Figure 1. Routed clock nets over the placement (run 1).
Drawn at 6 px/um.
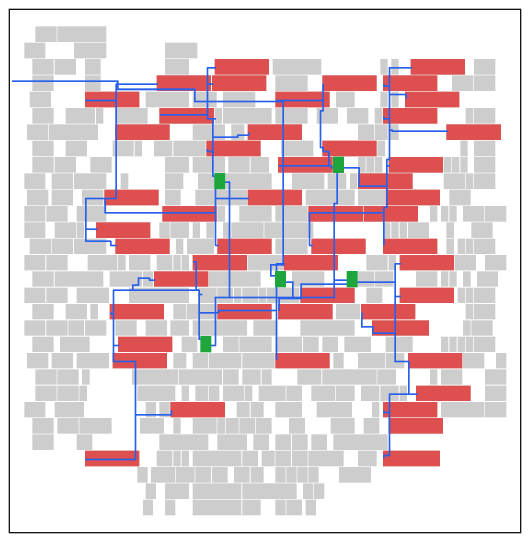
Figure 2. Local utilization (run 1).
Drawn at 3 px/um. 8 x 9 tiles, from white (low) to dark blue (high), 0 to 100% covered.
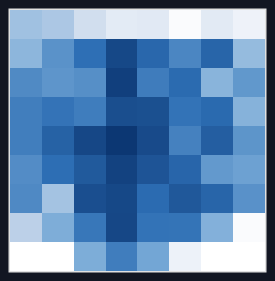
Figure 3. Wiring by layer (run 1).
Drawn at 6 px/um. Two of the layers only.
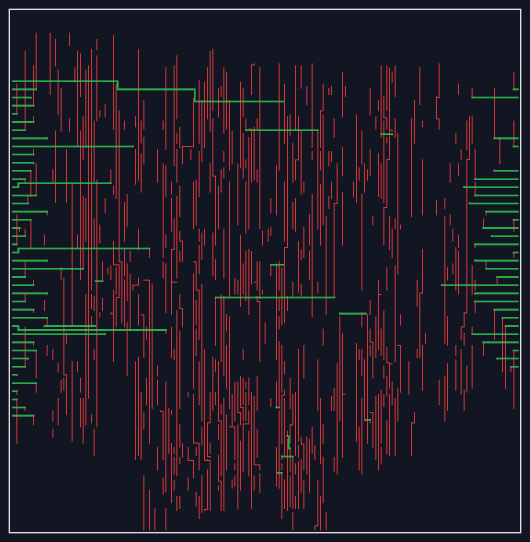
===== config.mk =====
export PLATFORM = sky130hd
export DESIGN_NAME = htd_arb
export DESIGN_NICKNAME = d
export VERILOG_FILES = /design/src/rtl/htd_arb.sv
export SDC_FILE = /design/constraint.sdc
export NUM_CORES = 1
export LEC_CHECK = 0
export CAP_MARGIN = 30
export CORE_AREA = 2 2 83 85
export CTS_BUF_LIST = sky130_fd_sc_hd__clkbuf_2
export DETAILED_ROUTE_END_ITERATION = 10
export DIE_AREA = 0 0 85 87
export GPL_TIMING_DRIVEN = 0
export PLACE_DENSITY = 0.77
export SETUP_SLACK_MARGIN = 0.5
export SYNTH_ARGS = -nofsm -noshare
export SYNTH_HDL_FRONTEND = slang
export SYNTH_SLANG_ARGS = --single-unit
export TNS_END_PERCENT = 100

===== constraint.sdc =====
create_clock -name i_clk -period 3.1 [get_ports i_clk]
set_clock_uncertainty 0.05 [all_clocks]
set_input_delay 0.93 -clock i_clk [delete_from_list [all_inputs] [get_ports i_clk]]
set_output_delay 0.93 -clock i_clk [all_outputs]
set_load 0.01 [all_outputs]

===== src/rtl/htd_arb.sv =====
// htd_arb -- round-robin front end that shares one htd_opt conversion
// datapath between REQ_NUM requesters.
//
// Accepted words go out as htd_opt write strobes, one per cycle. The ID of
// each issuer is pushed into an in-order tag FIFO. Each htd_opt result pops
// the oldest tag and is steered back to that requester. No htd_opt latency
// is assumed.
//
// Ports:
//   i_clk, i_rst_n  clock (rising edge), asynchronous active-low reset
//   iv_req_data     REQ_NUM packed request words (requester k at k*DATA_WIDTH)
//   iv_req_valid    per-requester valid
//   ov_req_ready    combinational grant, one-hot or zero
//   ov_htd_data     registered word to htd_opt iv_data
//   o_htd_wr        registered strobe to htd_opt i_data_wr
//   iv_htd_data     result from htd_opt ov_data
//   i_htd_wr        result strobe from htd_opt o_data_wr
//   ov_rsp_data     registered result returned to a requester
//   ov_rsp_wr       registered one-hot strobe marking the owning requester
//   ov_tag_cnt      words currently in flight
//   o_err           sticky: a result arrived while no tag was outstanding
//   ov_stall_cnt    (only with HTD_ARB_STAT_EN) saturating count of cycles
//                   in which some requester was valid but nothing transferred
//
// Optional feature macro: HTD_ARB_STAT_EN
module htd_arb #(
   parameter int DATA_WIDTH = 8,
   parameter int REQ_NUM    = 4,
   parameter int TAG_DEPTH  = 8
) (
   input  logic                          i_clk,
   input  logic                          i_rst_n,
   input  logic [REQ_NUM*DATA_WIDTH-1:0] iv_req_data,
   input  logic [REQ_NUM-1:0]            iv_req_valid,
   output logic [REQ_NUM-1:0]            ov_req_ready,
   output logic [DATA_WIDTH-1:0]         ov_htd_data,
   output logic                          o_htd_wr,
   input  logic [DATA_WIDTH:0]           iv_htd_data,
   input  logic                          i_htd_wr,
   output logic [DATA_WIDTH:0]           ov_rsp_data,
   output logic [REQ_NUM-1:0]            ov_rsp_wr,
   output logic [$clog2(TAG_DEPTH):0]    ov_tag_cnt,
   output logic                          o_err
`ifdef HTD_ARB_STAT_EN
   ,
   output logic [15:0]                   ov_stall_cnt
`endif
);

   localparam int PW = $clog2(REQ_NUM);
   localparam int AW = $clog2(TAG_DEPTH);
   localparam int CW = AW + 1;

   logic [PW-1:0]         rr_ptr_q, rr_ptr_d;
   logic [PW-1:0]         tag_mem_q [TAG_DEPTH];
   logic [PW-1:0]         tag_mem_d [TAG_DEPTH];
   logic [AW-1:0]         wr_ptr_q, wr_ptr_d;
   logic [AW-1:0]         rd_ptr_q, rd_ptr_d;
   logic [CW-1:0]         tag_cnt_q, tag_cnt_d;
   logic [DATA_WIDTH-1:0] htd_data_q, htd_data_d;
   logic                  htd_wr_q, htd_wr_d;
   logic [DATA_WIDTH:0]   rsp_data_q, rsp_data_d;
   logic [REQ_NUM-1:0]    rsp_wr_q, rsp_wr_d;
   logic                  err_q, err_d;

   logic [REQ_NUM-1:0]    grant_s;
   logic [PW-1:0]         gnt_idx_s;
   logic [PW:0]           idx_s;
   logic                  found_s;
   logic                  full_s;
   logic                  push_s;
   logic                  pop_s;

   // Round-robin grant: first valid requester at or after rr_ptr, wrapping.
   // Full is judged on the registered count, so a same-cycle pop does not
   // re-open ready. Ready is forced low while reset is held.
   always_comb begin
      grant_s   = '0;
      gnt_idx_s = '0;
      found_s   = 1'b0;
      idx_s     = '0;
      full_s    = (tag_cnt_q == CW'(TAG_DEPTH));
      for (int i = 0; i < REQ_NUM; i++) begin
         idx_s = {1'b0, rr_ptr_q} + (PW+1)'(i);
         if (idx_s >= (PW+1)'(REQ_NUM)) begin
            idx_s = idx_s - (PW+1)'(REQ_NUM);
         end else begin
            idx_s = idx_s;
         end
         if (!found_s && !full_s && i_rst_n && iv_req_valid[idx_s[PW-1:0]]) begin
            found_s                  = 1'b1;
            grant_s[idx_s[PW-1:0]]   = 1'b1;
            gnt_idx_s                = idx_s[PW-1:0];
         end else begin
            found_s = found_s;
         end
      end
   end

   assign ov_req_ready = grant_s;
   assign push_s       = found_s;
   // A result with no outstanding tag is dropped and flagged instead.
   assign pop_s        = i_htd_wr & (tag_cnt_q != CW'(0));

   // Next-state for issue path, tag FIFO, response path and error flag.
   always_comb begin
      tag_mem_d  = tag_mem_q;
      wr_ptr_d   = wr_ptr_q;
      rd_ptr_d   = rd_ptr_q;
      rr_ptr_d   = rr_ptr_q;
      htd_data_d = htd_data_q;
      htd_wr_d   = push_s;
      rsp_data_d = rsp_data_q;
      rsp_wr_d   = '0;
      err_d      = err_q | (i_htd_wr & (tag_cnt_q == CW'(0)));

      if (push_s) begin
         htd_data_d          = iv_req_data[gnt_idx_s*DATA_WIDTH +: DATA_WIDTH];
         tag_mem_d[wr_ptr_q] = gnt_idx_s;
         wr_ptr_d            = wr_ptr_q + AW'(1);
         rr_ptr_d            = (gnt_idx_s == PW'(REQ_NUM - 1)) ? PW'(0) : gnt_idx_s + PW'(1);
      end else begin
         wr_ptr_d = wr_ptr_q;
      end

      if (pop_s) begin
         rsp_data_d                    = iv_htd_data;
         rsp_wr_d[tag_mem_q[rd_ptr_q]] = 1'b1;
         rd_ptr_d                      = rd_ptr_q + AW'(1);
      end else begin
         rd_ptr_d = rd_ptr_q;
      end

      case ({push_s, pop_s})
         2'b10:   tag_cnt_d = tag_cnt_q + CW'(1);
         2'b01:   tag_cnt_d = tag_cnt_q - CW'(1);
         default: tag_cnt_d = tag_cnt_q;
      endcase
   end

   // State registers.
   always_ff @(posedge i_clk or negedge i_rst_n) begin
      if (!i_rst_n) begin
         rr_ptr_q   <= '0;
         tag_mem_q  <= '{default: '0};
         wr_ptr_q   <= '0;
         rd_ptr_q   <= '0;
         tag_cnt_q  <= '0;
         htd_data_q <= '0;
         htd_wr_q   <= 1'b0;
         rsp_data_q <= '0;
         rsp_wr_q   <= '0;
         err_q      <= 1'b0;
      end else begin
         rr_ptr_q   <= rr_ptr_d;
         tag_mem_q  <= tag_mem_d;
         wr_ptr_q   <= wr_ptr_d;
         rd_ptr_q   <= rd_ptr_d;
         tag_cnt_q  <= tag_cnt_d;
         htd_data_q <= htd_data_d;
         htd_wr_q   <= htd_wr_d;
         rsp_data_q <= rsp_data_d;
         rsp_wr_q   <= rsp_wr_d;
         err_q      <= err_d;
      end
   end

   assign ov_htd_data = htd_data_q;
   assign o_htd_wr    = htd_wr_q;
   assign ov_rsp_data = rsp_data_q;
   assign ov_rsp_wr   = rsp_wr_q;
   assign ov_tag_cnt  = tag_cnt_q;
   assign o_err       = err_q;

`ifdef HTD_ARB_STAT_EN
   logic [15:0] stall_cnt_q, stall_cnt_d;

   // Stall counter: valid present but no transfer, saturating.
   always_comb begin
      if ((iv_req_valid != '0) && !push_s && (stall_cnt_q != 16'hFFFF)) begin
         stall_cnt_d = stall_cnt_q + 16'd1;
      end else begin
         stall_cnt_d = stall_cnt_q;
      end
   end

   // Stall counter register.
   always_ff @(posedge i_clk or negedge i_rst_n) begin
      if (!i_rst_n) begin
         stall_cnt_q <= 16'd0;
      end else begin
         stall_cnt_q <= stall_cnt_d;
      end
   end

   assign ov_stall_cnt = stall_cnt_q;
`endif

endmodule

==> run summary, run 1 <==
Flow results follow.

In the final layout, the share of cells above drive strength 1 is 0.337. The count of inserted antenna diode cells is 0. The final reports fail on negative setup slack. The total number of yosys warnings is 0.

After detailed routing, the number of vias per cell comes to 5.44. The buffer-and-inverter tally for the worst setup path is 3. Looking at the worst setup and hold paths, the clock pins of their registers show a slew of 260 ps. Yosys attributes the largest share of cell area to dfrtp_1, mux2_2, mux2i_1, mux4_2, nand2_1.

The final-report max-slew violation count is 0. The number of DRC markers in iteration 0 is 114. The global placement routability congestion is 0.806.

The share of synthesized area in the top cell type comes to 0.447. 79 I/O pins were placed. The cell family contributing the most delay on the critical path is simple AND/OR/NAND/NOR gates. The area figure in the yosys stat output is 2860 sq um. The maximum fanout along the worst path is 4.

The cell taking the most area after synthesis is dfrtp_1. In the Yosys report the total cell count is 254. The master cell of the clock root buffer is clkbuf_2. The total die size is 7400 sq um. The critical path in the final layout is reported with a setup slack of -359 ps. At floorplan, the net count of the design was reported as 311. The achievable clock frequency is 289 MHz. Of the available clock period, the critical path in the final layout requires 1.12. The slew at the pin closest to its max-slew limit is 749 ps.

Summing all flip-flop and latch instances after layout gives 1280 sq um. The distinct cell type count of the synthesized netlist is 41. The global-route wire length before repair is 11.8 mm.

Clock tree synthesis found a total of 51 sinks. Note, the detailed placer reported a final HPWL of 4.60 mm. For the worst-skew pair, the clock arrives at the later sink with an insertion delay of 420 ps.

The flow ran to the end, but the final reports show violations. The setup violation total in the final timing report is 4. The initial antenna violation count is 0.

The power after layout is 4.57 mW. Traced cell by cell, the critical path runs through clkbuf_8 -> inv_6 -> ha_4 -> mux4_2 -> or2_4 -> nor3_4 -> a22oi_1 -> o21ai_1 -> buf_2. The number of cells traversed by the worst register-to-register path is 15. The largest individual stage delay along the critical path comes from the cell dfrtp_1.

The flip-flop and latch count after synthesis is 51. The type of the setup path with the least slack is reg -> out. The power report puts the leakage power at 1.90 nW.

The flow reported a cell area power density of 1040 nW/um^2. The area taken by multi-input logic gates is 1820 sq um. The mapped cell area is 2860 sq um. Entering global routing, the biggest net connects 37 pins. The routed design could run at a clock period as short as 3460 ps. The die boundary width is 85 um. Per the OpenROAD timing report, the critical path contains 9 cells. The via count of the first global-routing pass is 2565. The number of hold violations in the final report is 0. The number of port buffers is 78. The remaining max-slew budget at the tightest pin is 0.501. Per the TritonCTS log, the buffer count is 5. The buffer levels on the longest clock path is 2. The worst slack at placement is -1190 ps. Once detail routing completed, the nets flagged for antenna violations numbered 0. The register share after synthesis is 0.447.

The global route stage reports its total congestion overflow as 0. The worst stage delay on the critical path is 440 ps. The worst setup path is captured at a primary output.

The post-synth count of flops with an enable pin is 0. The logs give a warning total of 33. The layout net count is 424. Setup repair after global routing could not meet its margin everywhere. The worst VDD IR drop from the latest analysis is 525 uV. In the synthesized netlist the dominant register cell turns out to be dfrtp_1. The total cell area at the placement stage is 3870 sq um. The worst setup path is launched from a flip-flop. In the synthesized netlist, the number of instances is 254.

The report lists the number of standard-cell rows as 30. For the final routed database, the setup TNS stands at -1350 ps. The data arrival time of the worst path is 2480 ps. The finished layout cell area is 4400 sq um. The area growth from synthesis to final layout is 54.0%.
Back to the opening pictures, Figure 1:
[green] cells driving clock nets | count: 5
[red] flip-flops | count: 51
[blue] clock wires | length: 593 um
routed clock nets: 6
Clock power frac: 0.059
reported clock group power: 0.267 mW

Back to the opening pictures, Figure 2:
fullest tile: 97%
mean over tiles: 58%
densest ninth of the die: middle
nearly empty tiles: 5.6%
placeable core region: 6570 sq um
effective utilization at floorplan: 0.435
final standard cell utilization of the core: 0.670

Back to the opening pictures, Figure 3:
[red] met2 | wire length: 3530 um
[green] met3 | wire length: 464 um
post-detailed-route wirelength per cell: 15.8 um
Routed WL: 7.07 mm
number of vias in the routed layout: 2435
aggregate global-route resource usage: 0.198

run 1: power breakdown:
part	internal, mW	switching, mW	total (mW)
combinational	1.72	1.41	3.13
sequential	0.960	0.209	1.17
clock	0.0546	0.213	0.267
total	2.74	1.83	4.57
run 1: sequential cells by signal (all words and copies together) (netlist names):
register	count
tag_mem_q	16
ov_rsp_data	9
ov_htd_data	8
ov_rsp_wr	4
ov_tag_cnt	4
rd_ptr_q	3
wr_ptr_q	3
rr_ptr_q	2
o_err	1
o_htd_wr	1
run 1: Yosys cell counts (2+ instances only):
master    count
nand3_1       2
mux4_2        8
nor2_1       16
a21oi_1       3
a211oi_1      2
nor3_1        3
mux2i_1      18
dfrtp_1      51
and3_1        2
inv_1         4
a21o_1        2
a22oi_1       8
xor2_1        3
mux2_2       18
nand2b_1      3
clkbuf_1     10
nor2b_1       2
o41a_1        2
nor4_1        2
ha_1          9
nand2_1      42
o21ai_0       7
nor4b_1       2
o211ai_1      2
nand4b_1      2
xnor2_1       8
buf_1         2
a221oi_2      8
run 1: stage by stage:
step	std cells	util
global route	448	0.670
detailed placement	414	0.589
CTS	443	0.642
global placement	412	0.586
finish	448	0.670
floorplan	254	-
run 1: repair_timing:
action                                  CTS  global route
pin swaps                                13            13
hold buffers                              0             0
gates resized                            74            29
endpoints found under the setup margin   36            35
buffers inserted                         21             5
run 1: metal layers:
metal,wire length (um),vias up,track usage
met4,63,0,0.0447
met2,3530,90,0.353
met1,3010,1191,0.243
li1,-,1146,-
met5,0,-,0
met3,463,8,0.0493
run 1: final timing paths:
path | start | endpoint | slack (ps)
worst max register to register | rr_ptr_q[1] | ov_tag_cnt[2] | 190
worst min register to register | o_err | o_err | 440
min in group i_clk | o_err | o_err | 440
max in group asynchronous | i_rst_n | ov_tag_cnt[0] | 2100
worst min-delay path | i_rst_n | ov_htd_data[6] | 350
worst max-delay path | rr_ptr_q[1] | ov_req_ready[0] | -360
run 1: area by class of cell:
type / count / area share
sequential: 51 / 0.291
clock buffer: 5 / 0.00569
multi-input combinational: 184 / 0.413
buffer: 14 / 0.0307
inverter: 5 / 0.00768
timing repair buffer: 106 / 0.225
clock inverter: 3 / 0.00455
tap: 80 / 0.0227
run 1: cell families (layout without fill, tap and decap cells):
| family | count (synthesis) | count (layout) | share of synthesized area |
|---|---|---|---|
| xor gates and xnor gates | 11 | 11 | 0.0337 |
| adders and majority gates | 9 | 9 | 0.0394 |
| and+or+nand+nor | 82 | 82 | 0.134 |
| DFF | 51 | 51 | 0.447 |
| muxes | 44 | 44 | 0.197 |
| AOI/OAI and AO/OA | 38 | 38 | 0.121 |
| buffers and inverters | 19 | 133 | 0.0280 |
run 1: layout by cell type (no fill, tap or decap), types with 4 or more instances in the layout:
cell,count
a221oi_2,8
a22oi_1,8
buf_2,10
buf_4,20
buf_6,5
clkbuf_1,4
clkbuf_2,6
clkdlybuf4s50_1,69
dfrtp_1,49
ha_1,5
mux2_4,15
mux2i_1,10
mux2i_2,5
mux4_2,8
nand2_1,42
nor2_1,14
o21ai_1,4
xnor2_1,7
Figure 4. Track usage over the die (run 1).
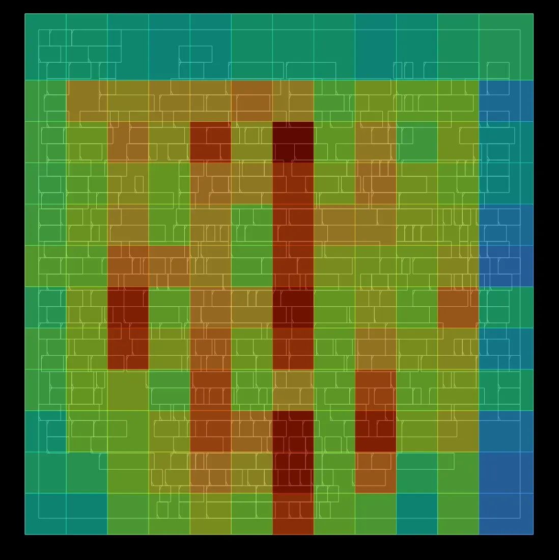

==> run 1 -> run 2 <==
- CORE_AREA: 2 2 83 85 -> 2 2 79 81
- CTS_BUF_LIST: sky130_fd_sc_hd__clkbuf_2 -> sky130_fd_sc_hd__clkbuf_8
- DIE_AREA: 0 0 85 87 -> 0 0 81 83
- PLACE_DENSITY: 0.77 -> 0.81
- clock period: 3.1 -> 3.3 ns (I/O delays scaled with it)
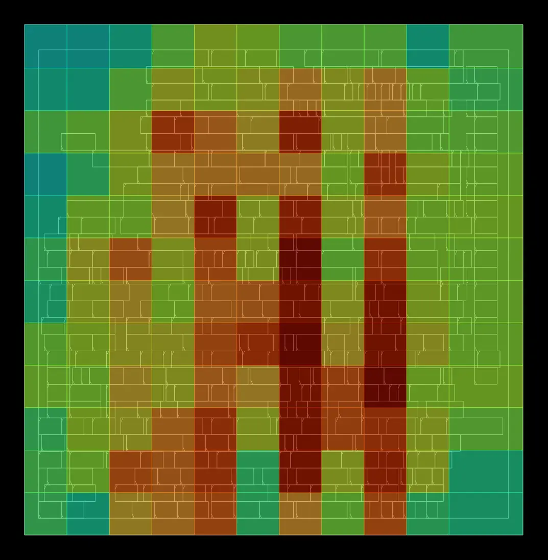
Figure 5: run 2, track usage over the die.
met1 routing resource usage after global routing: 0.296
global routing met2 resource utilization: 0.415
Most Used Layer, Global Route: met2

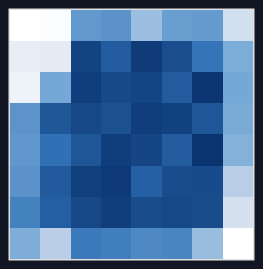
Figure 6: run 2, local utilization.
Drawn at 3 px/um. 8 x 8 tiles, from white (low) to dark blue (high), 0 to 100% covered.
tiles over 75% full: 50%
mean over tiles: 67%
nearly empty tiles: 4.7%
effective utilization at floorplan: 0.491
final standard cell utilization of the core: 0.785
placeable core region: 5820 sq um

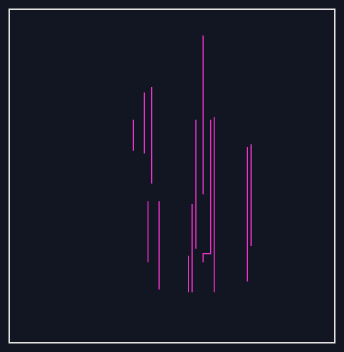
Figure 7: run 2, met4 routing.
Drawn at 4 px/um.
nets with wire on the layer: 13
wire length on this layer: 324 um
main direction: vertical
longest straight run: 43.5 um
Routed WL: 8.49 mm
number of vias in the routed layout: 2550

==> run summary, run 2 <==
Flow results follow.

The final cell count without fillers is 441. The final critical delay including setup and external delays is 3450 ps. The clock drives 51 sinks.

The total number of placement rows is 28. The power report attributes to the clock group a share of 0.099. For this run, the detailed router reports a per-instance via density of 5.78. The floorplan step set the die width to 81 um. The net switching fraction of the power is 0.399. After synthesis, the chip area reported by Yosys is 2860 sq um.

The transition time recorded at the tightest slew-check pin is 779 ps. The share of total power in combinational logic is 0.666. Once placement finished, the instance area stood at 3790 sq um. Per the post-synthesis report, the nets total 311. For this run, the number of Yosys warnings is 0. Summed over all instances, the cell type with the most area after synthesis is dfrtp_1.

The distinct cell type count of the synthesized netlist is 41. The final-report max-slew violation count is 0. The setup violation total in the final timing report is 5. For reference, the most critical setup path is categorized as in -> out. The first global-routing pass estimated 12.7 mm of wire. The slowest stage cell on the critical path is mux4_2. The worst supply voltage drop on vdd is 585 uV. The power after layout is 4.72 mW. The synthesis run shows the most used standard cells to be dfrtp_1, nand2_1, mux2_2, mux2i_1, nor2_1. The finished cells cover 4560 sq um. Pin placement for this block handled 79 I/O pins. Internal power comes to 2.84 mW. The worst stage delay on the critical path is 540 ps. For this design the total switching power over the nets is 1.88 mW. The final timing report lists a hold violation count of 0. The master cell of the clock root buffer is clkbuf_8. The sum of negative setup slack is -590 ps. The run finished, with violations left. The final reports fail on negative setup slack. STA classifies the critical path endpoint as a primary output. The remaining global-route overflow is 0. In this run the remaining antenna-violating nets after routing total 0.

After clock tree synthesis, the flow added hold-fix buffers numbering 0. Checking max transition, the worst relative margin is 0.480. In the final layout, the share of cells above drive strength 1 is 0.339. The worst setup path is launched from a primary input.

On the critical path the data arrives at 2410 ps. The number of port buffers is 78. For this run, the script counts the antenna cells in the layout as 0.

The via count of the first global-routing pass was 2615. By instance count after routing, the leading logic cell type is clkdlybuf4s50_1. In the finished design, the share of the clock period the worst path needs comes to 1.05. The main area contributors are dfrtp_1, mux2_2, mux2i_1, mux4_2, nand2_1. The final HPWL from detailed placement is 4.74 mm. The register share after synthesis is 0.447. The initial antenna violation count came to 0. The share of synthesized area in the top cell type comes to 0.447. Logged for this run, the post-placement worst setup slack is -1100 ps.

The signal on the critical path passes through buf_8 -> mux4_2 -> or2_4 -> nor3_4 -> a22oi_1 -> o21ai_1 -> buf_2. The detailed placer reported the number of placed instances as 409. The register containing the most flip-flops in the final layout is tag_mem_q. After the last flow step, the layout net total stands at 422. The register with the most flip-flops in the layout has 16 of them. The total leakage power is 1.95 nW.

The achievable clock frequency is 290 MHz. Yosys mapped a number of flops with a built-in enable equal to 0. The area growth from synthesis to final layout is 59.7%. The final timing report gives a worst setup slack of -150 ps. The register share of total power is 0.235. The warning total across the stage logs is 33.

The total routing resource utilization after global routing is 0.243. The floorplan step defined a die boundary enclosing 6720 sq um.
[run 2: cell families (layout without fill, tap and decap cells)]
group,after synthesis,count (layout),share of synthesized area
AND/OR/NAND/NOR,82,82,0.134
buffers and inverters,19,131,0.0280
flip-flops,51,51,0.447
AND-OR/OR-AND,38,38,0.121
multiplexers,44,44,0.197
adder cells (fa/ha/maj),9,9,0.0394
XOR/XNOR,11,11,0.0337
[run 2: layout make-up]
cell class / instances / area, sq um / area share
Multi-Input combinational cell: 184 / 1830 / 0.402
Sequential cell: 51 / 1280 / 0.280
Timing Repair Buffer: 104 / 1090 / 0.240
Buffer: 14 / 115 / 0.0252
Tap cell: 75 / 93.8 / 0.0206
Clock buffer: 6 / 82.6 / 0.0181
Clock inverter: 2 / 38.8 / 0.00850
Inverter: 5 / 28.8 / 0.00630
[run 2: worst max-delay path: cells and delay by family]
kind | cells | cell delay, ps
AND-OR/OR-AND | 2 | 190
buffers and inverters | 2 | 250
multiplexers | 1 | 540
AND/OR/NAND/NOR | 2 | 440
[run 2: metal layers]
layer,track usage,up-vias,wire (um)
met2,0.415,110,4320
met5,0,-,0
met4,0.106,0,324
li1,-,1147,-
met3,0.0402,27,468
met1,0.296,1266,3380
[run 2: worst paths after layout]
check                                      from              end  slack, ps  cells past startpoint
worst max-delay path            iv_req_valid[2]  ov_req_ready[1]       -150                      7
worst min-delay path                      o_err            o_err        410                      1
worst max register to register      rr_ptr_q[0]   ov_htd_data[4]        160                     12
worst min register to register            o_err            o_err        410                      1
max in group asynchronous               i_rst_n   ov_rsp_data[6]       2250                      2
min in group asynchronous               i_rst_n    tag_mem_q[11]        460                      1
[run 2: repair_timing]
item,in CTS,in global routing
setup endpoints to repair,36,33
setup buffers,17,6
gates resized,107,39
gates cloned,1,0
pin swaps,12,7
[run 2: power groups by stage]
stage | combinational (mW) | sequential [mW] | clock [mW]
final | 3.14 | 1.11 | 0.467
after global routing | 3.33 | 1.13 | 0.494
after CTS | 2.72 | 1.09 | 0.467
after detailed placement | 2.16 | 1.10 | 0
after global placement | 2.10 | 1.08 | 0
after floorplan | 1.45 | 1.11 | 0
Figure 8. Routed clock nets over the placement (run 2).
Drawn at 6 px/um.
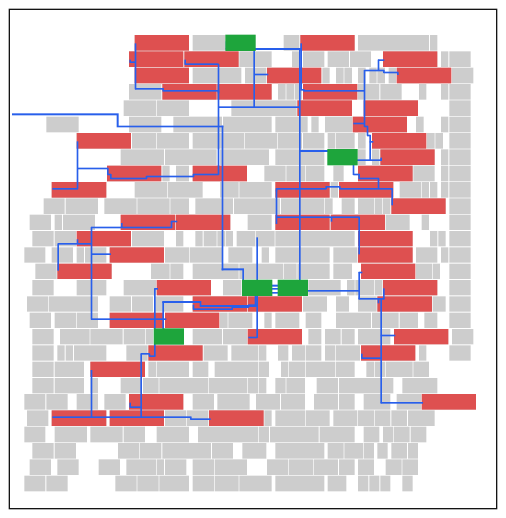

==> run 2 -> run 3 <==
- GPL_ROUTABILITY_DRIVEN: default -> 0
- MAX_ROUTING_LAYER: default -> met4
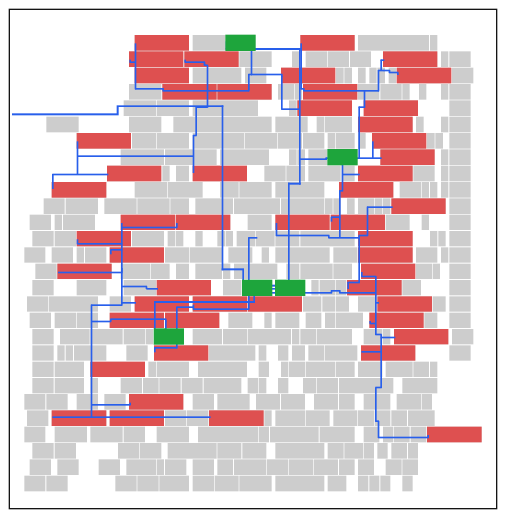
Figure 9: run 3, routed clock nets over the placement.
Drawn at 6 px/um.
[green] cells driving clock nets | count: 5
[blue] clock wires | length: 614 um
[red] flip-flops | count: 51
routed clock nets: 6
reported clock group power: 0.468 mW
clock latency reported for the late side of the worst-skew pair: 310 ps
Clock power frac: 0.099

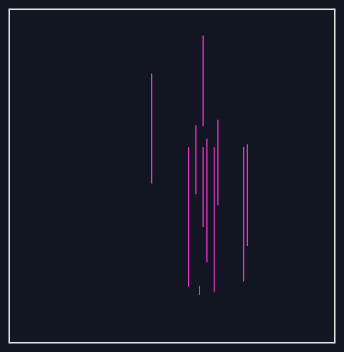
Figure 10: run 3, met4 routing.
Drawn at 4 px/um.
share of all routed wire: 3.1%
wire length on this layer: 269 um
Routed WL: 8.59 mm
number of vias in the routed layout: 2534

==> run summary, run 3 <==
Flow results follow.

The run finished, with violations left. The final reports fail on negative setup slack. Note, the detailed placer reported a final HPWL of 4.74 mm.

The area occupied by registers is 1280 sq um. For flop-to-flop paths, the worst setup slack is 90 ps. The clock passes through at most 2 buffers.

The final cell count without fillers is 441. The slowest stage cell on the critical path is mux4_2. On the critical path the data arrives at 2400 ps. In the post-route analysis, the smallest setup slack over all paths is -141 ps. The total number of placement rows is 28. Ranked by flip-flop count, first place goes to tag_mem_q. For reference, the critical path cell chain is buf_8 -> mux4_2 -> or2_4 -> nor3_4 -> a22oi_1 -> o21ai_1 -> buf_2.

In the detailed route, the total length drawn on met3 is 425 um. The post-synth count of flops with an enable pin is 0. The top cell types in the final layout, fill and taps aside, are clkdlybuf4s50_1, dfrtp_1, nand2_1, mux2_4, buf_6.

By area the synthesized netlist is led by dfrtp_1, mux2_2, mux2i_1, mux4_2, nand2_1. Dividing the final minimum period by the clock period gives 1.04. Power comes to 4.72 mW. The warning total across the stage logs is 33.

Per the post-CTS timing run, clock transition at the registers of the reported paths is 90 ps. The initial antenna violation count is 0. The via count of the first global-routing pass is 2614. During synthesis, Yosys emitted a total of 0 warnings. The register share after synthesis is 0.447. The post-route met1 wirelength is 3.48 mm. The buffer-and-inverter tally for the worst setup path is 2. The most used flip-flop cell after synthesis is dfrtp_1. Of the cells placed in the final design, the portion with a size suffix greater than 1 is 0.336. The total cell area at the placement stage is 3790 sq um. The maximum number of pins on one net before global-route repair is 29. The global-route wire length before repair is 12.7 mm.

Pin placement for this block handled 79 I/O pins. Before any placement, the netlist area is recorded as 2860 sq um. The uppermost signal routing layer after detailed routing is met4. The average wire per standard cell is 19.5 um. The layout net count is 422.

After layout, the minimum clock period comes to 3440 ps. After detailed placement, the design holds a cell count of 409. The category of cells accounting for the largest share of critical-path delay is multiplexers. The worst stage delay on the critical path is 540 ps.

The TritonCTS clock tree is done. In the detailed route, the total length drawn on met2 is 4.41 mm. The area growth from synthesis to final layout is 59.5%. The count of inserted antenna diode cells is 0. The achievable clock frequency is 291 MHz. For reference, the final report shows the hold violation count at 0. OpenSTA, run right after detailed placement, puts the worst setup slack at -1100 ps.

For this run the top cell type by instance count after synthesis was dfrtp_1. Per the OpenROAD floorplan log, the area of the die is 6720 sq um. The worst setup path is launched from a primary input.

The net count after synthesis is 311. The maximum fanout along the worst path is 5. Per the CTS log, the root buffer master is clkbuf_8. Leaving out fill and tap cells, the most frequent cell in the layout is clkdlybuf4s50_1. The clock net in this run drives a total of 51 sinks. Synthesis instantiated 41 different standard cells from the library.

The count of nets left with antenna violations once routing finished came out at 0. In the final layout, the multi-input gates occupy 1830 sq um. The setup violation total in the final timing report is 5. After floorplanning, the core was sized to cover 5820 sq um. The finished layout cell area is 4560 sq um. Looking at the setup timing report, the critical path kind is in -> out.

The number of vias per cell after detailed routing is 5.75. The finished layout reports a core utilization of 0.784. The fraction of synthesized cell area taken by the top area cell type is 0.447. The synthesized netlist cell count is 254. Setup repair after global routing could not meet its margin everywhere. At the floorplan stage, the core utilization is reported as 0.491.

The final-report max-slew violation count is 0. The pin closest to its max-slew limit shows a slew of 770 ps. STA classifies the critical path endpoint as a primary output.

The cell taking the most area after synthesis is dfrtp_1. The number of port buffers is 78. The area figure in the yosys stat output is 2860 sq um.

Power spread over the standard cell area amounts to 1040 nW/um^2. Per the TritonCTS log, the buffer count is 5. Yosys stat counts 254 cells in the synthesized netlist. In the final timing run, aggregate negative setup slack is -635 ps. Yosys reports that the most numerous cell types are dfrtp_1, nand2_1, mux2_2, mux2i_1, nor2_1.

The flip-flop count of the largest register after layout is 16. The flip-flop and latch count after synthesis is 51. For this design the static power due to leakage is 1.95 nW.

The remaining max-slew budget at the tightest pin is 0.487. Per the log, the first TritonRoute iteration ended with a DRC count of 142.
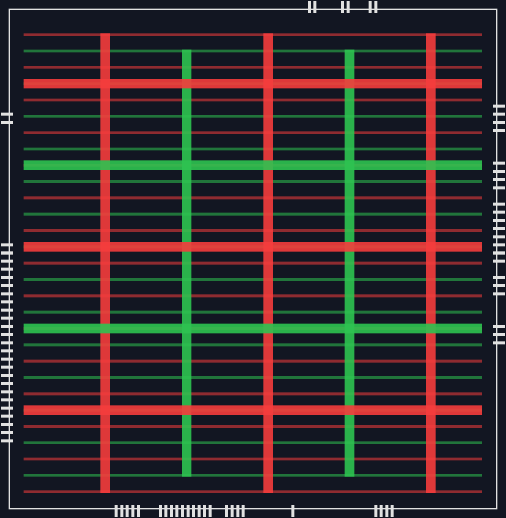
Figure 11: run 3, supply network.
Drawn at 6 px/um. Pins as bars on the die edge.
[green] VDD
[red] VSS
signal pins: 79
met1 rails: 29
rows: 28
met5 straps: 5
met4 straps: 5
die width: 81 um
largest vdd supply drop: 595 uV
vertical extent of the die: 83 um

[run 3: cell counts after synthesis]
No cell type changed its count.
[run 3: path summary, 6_finish.rpt]
kind,startpoint,endpoint,cells after the start
max,iv_req_valid[2],ov_req_ready[1],7
min,ov_rsp_data[0],ov_rsp_data[0],2
max reg2reg,rr_ptr_q[1],ov_tag_cnt[2],16
min reg2reg,ov_rsp_data[0],ov_rsp_data[0],2
max in group asynchronous,i_rst_n,tag_mem_q[6],2
min in group asynchronous,i_rst_n,tag_mem_q[11],1
[run 3: power breakdown]
group	internal, mW	switching (mW)	total, mW
Combinational	1.68	1.47	3.15
Sequential	0.902	0.208	1.11
Clock	0.250	0.218	0.468
Total	2.83	1.89	4.72
[run 3: cell families (layout without fill, tap and decap cells)]
logic type	count (synthesis)	count (layout)	share of synthesized area
xor gates and xnor gates	11	11	0.0337
adders and majority gates	9	9	0.0394
and+or+nand+nor	82	82	0.134
DFF	51	51	0.447
buffers and inverters	19	131	0.0280
muxes	44	44	0.197
AOI/OAI and AO/OA	38	38	0.121
[run 3: layer usage]
layer  vias to the layer above  track usage
li1                       1146            -
met1                      1251        0.301
met2                       114        0.418
met3                        23       0.0348
met4                         0        0.103
met5                         -            -
[run 3: layout make-up]
cell class,count,share of cell area
multi-input combinational,184,0.402
buffer,14,0.0244
timing repair buffer,104,0.240
inverter,5,0.00631
clock inverter,2,0.00851
sequential,51,0.280
tap,75,0.0206
clock buffer,6,0.0181
[run 3: worst min-delay path, stage by stage, from the launching register on]
cell     delay [ps]
dfrtp_1         350
nand2_1          50
nand2_1          60
[run 3: what timing repair did]
| action | 4_1_cts | 5_1_grt |
|---|---|---|
| endpoints found under the setup margin | 36 | 33 |
| gates cloned | 1 | 0 |
| hold buffers | 0 | 0 |
| gates resized | 107 | 37 |
| pin swaps | 12 | 7 |
| buffers inserted | 17 | 6 |
Power is estimated from default activity; no workload was simulated.
